Routing congestion:
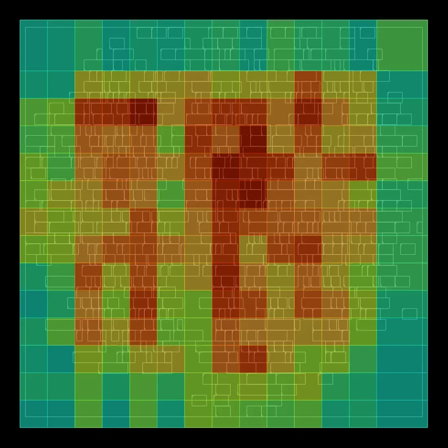
Wiring by layer:
Only two layers are drawn.
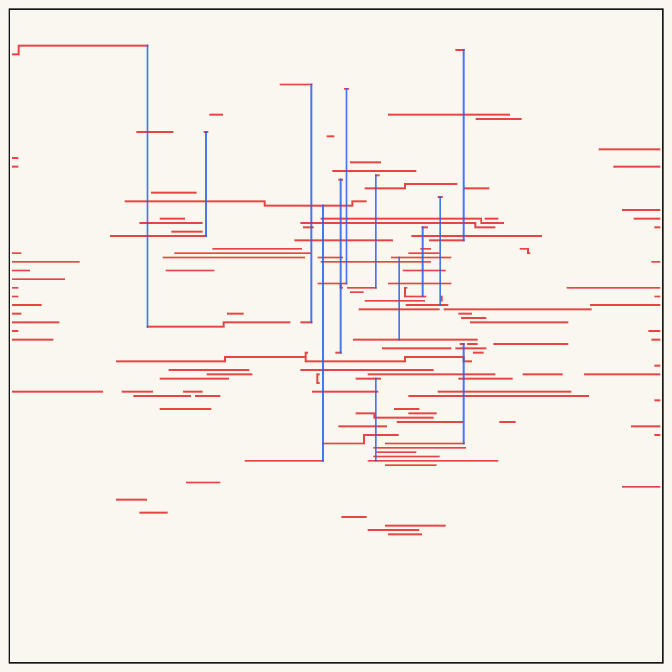
Signal wires on met3:
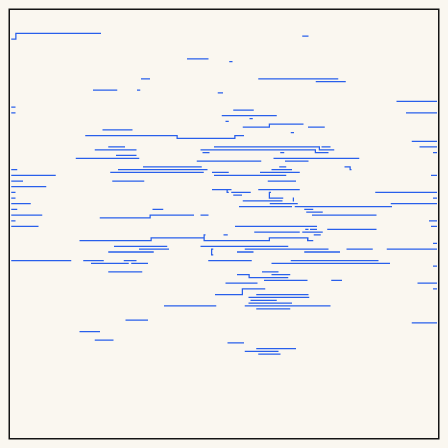
Where the registers sit:
Other sequential cells in the stronger gray, the rest of the logic in the fainter gray.
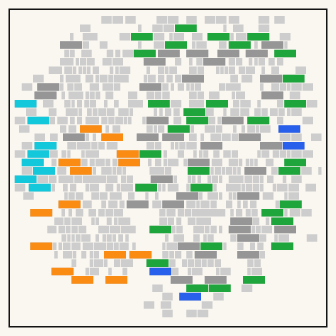
Ports around the boundary:
Pins as bars across the die edge, other pins in gray.
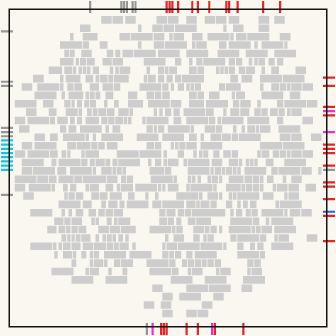
Design seg_scan_controller_flat, sky130hd; sources not shown.
==> run notes <==
run metrics: Comb pwr share=0.090, switching power=about 0.57 mW, grt ovf=0, Crit Path Class=reg -> reg, hold crit path type=reg -> reg, Synth cell types=about 60, YS chip area=4540 um^2, Max-area cell share=0.423, core box area=~9800 um^2, filler instances=901, Post-synth ARST share=0, postcts setup bufs=0, vias per cell=between 5 and 6, Seq/Total Area, Yosys=0.423, vias in the first global route=between 4000 and 5000, dominant logic cell types in the final layout=dfxtp_1, nor2_1, o22ai_1, share of cells above drive strength 1=0.0635, Cell Area, Synth=around 4500 um^2, Fmax=~330 MHz, Max Cap Viol=0, initial antenna violation count=0, switching part of the total=0.249, crit path max fanout=8, IO Pins=60, post-route setup TNS=0 ns, number of CTS-inserted buffers=9, Int Pwr=about 1.7 mW, clock share of power=0.368, first-pass GRT wire length=roughly 20000 um, CTS Hold Buffers Added=0, Reg power frac=0.542, Max VDD drop=0.363 mV, Yosys top cell by area=dfxtp_1, most instantiated cells after synthesis=dfxtp_1, nor2_1, o22ai_1, CTS Buffer Depth=2, clk sinks=around 96, iteration tally of the first detailed-router pass=5, synthesized netlist cell count=roughly 520, Slew Limit Headroom=0.329, number of synthesized flops with an enable pin=0, met1 Resource Use GR=0.323, count leader, synth=dfxtp_1, final slew viol count=0, Final ANT Viol Nets=0, CP required=about 3.4 ns, FP Util=0.465, final net count=about 640, cells resized by post-CTS repair=0, R2R depth=8, RSZ-0062 raised after global routing=false, HPWL after DPL=a little under 9000 um, clk_lat worst skew=~0.38 ns, Layout area overhead=21.4%, Inst Count DP=roughly 710, PwrDens=between 400 and 500 nW/um^2, top cells, area=dfxtp_1, o22ai_1, mux2i_1, DR iter-0 viols=approximately 300, clk root buf=clkbuf_8, DRC viols=0, TritonCTS clock tree=yes, die area=roughly 11000 um^2, Yosys Warn Count=0, main flop type=dfxtp_1, hold path depth=2, Top cell excl fill/tap=dfxtp_1, largest net degree at the start of global routing=18, worst-margin pin slew=0.996 ns, Rows=36, leakage power=between 1.5 and 2 nW, CP Capture Type=flip-flop, # setup viols final=0, Tcrit/Tclk final=0.937, status=complete, no violations, Clk pin slew, worst setup/hold paths=around 0.1 ns, total nets after synthesis=between 500 and 600, Tmin final=~3.0 ns, skew final=approximately 0.016 ns, yosys stat cell total=523, H-Tree Level Count=3, Non-Filler Instances=about 730, FF-to-FF setup slack=0.20 ns, startpoint types=flip-flop, Hold Fails Final Rpt=0, crit path DAT=roughly 3.2 ns, antenna cell count=0, synthesized area per cell=~8.7 um^2
Back to the opening pictures, 'routing congestion':
met2 Usage GRT: 0.415
wire per inst: 17.5 um
busiest grt layer: met2
met3 usage: 0.0610
GRT Overall Usage: 0.252

Back to the opening pictures, 'wiring by layer':
- metal 4: blue (wire length 313 um)
- metal 3: red (wire length 1120 um)
vias: 4357
Total Routed Length: 12800 um

Back to the opening pictures, 'signal wires on met3':
- share of all routed wire: 8.8%
- nets with wire on the layer: 104
- main direction: horizontal
- wire length on this layer: 1120 um

Back to the opening pictures, 'where the registers sit':
- u_core.cnt_q: orange (placed flops 14)
- u_core.bus.anodes: cyan (placed flops 8; where west)
- u_core.shadow_q: green (placed flops 32)
- u_core.bus.digit: blue (placed flops 4)
- not colored: 38
P_seq: 1.24 mW
Final Util: 0.565

Back to the opening pictures, 'ports around the boundary':
- bus_value: red (pins 32; direction input; edge 13 east, 12 north, 7 south)
- bus_digit: magenta (pins 4; direction output; edge 2 south, 2 east)
- bus_anodes: cyan (pins 8; direction output; edge west)
- bus_pending: blue (pins 1; direction output; edge east)
- all pins by edge: 18 north, 17 east, 15 west, 10 south
die height: 102 um
buffers added on ports: 57
die x size: 102 um

-- through the flow --
step                      instance area [um^2]  setup WS, ns  power [mW]  hold slack, ns
after floorplan                           4540         0.773        1.37           0.456
after global placement                    5280        0.0975        1.46           0.474
after detailed placement                  5280        0.0398        1.47           0.487
after CTS                                 5490        0.0294        2.30           0.512
after global routing                      5520       0.00206        2.37           0.530
final                                     5520         0.201        2.29           0.508
-- critical path: stages (launching register included) --
cell	delay, ns
dfxtp_1	0.30
buf_2	0.16
or3_4	0.41
nor4_4	0.40
buf_4	0.21
mux2i_2	0.48
o2111ai_1	0.25
nor3_2	0.45
nand3_1	0.15
-- area by class of cell --
type | instances | area (um^2) | area share
multi-input cells | 378 | 2430 | 0.441
flip-flops and latches | 96 | 1920 | 0.348
repair buffers | 59 | 586 | 0.106
plain buffers | 41 | 173 | 0.0313
well taps | 133 | 166 | 0.0302
clock buffers | 10 | 138 | 0.0249
clock inverters | 6 | 72.6 | 0.0132
inverters | 8 | 30.0 | 0.00544
-- cell families (layout without fill, tap and decap cells) --
logic type | after synthesis | in the layout | synth area share
AND-OR/OR-AND | 143 | 143 | 0.210
adder cells (fa/ha/maj) | 5 | 5 | 0.0138
multiplexers | 41 | 41 | 0.0906
buffers and inverters | 49 | 124 | 0.0446
flip-flops | 96 | 96 | 0.423
XOR/XNOR | 8 | 8 | 0.0154
AND/OR/NAND/NOR | 181 | 181 | 0.202
-- power groups by stage --
stage,clock (mW),combinational (mW),sequential [mW]
final,0.840,0.206,1.24
after floorplan,0,0.108,1.27
after global placement,0,0.197,1.27
after global routing,0.904,0.220,1.24
after detailed placement,0,0.202,1.27
after CTS,0.855,0.203,1.24
-- per-layer routing --
metal,wire length (um),share of wire
met1,5410,0.42
met2,5920,0.46
met3,1120,0.087
met4,312,0.024
met5,0,0
Power figures rest on the tool's default switching activity, not on a simulated workload.
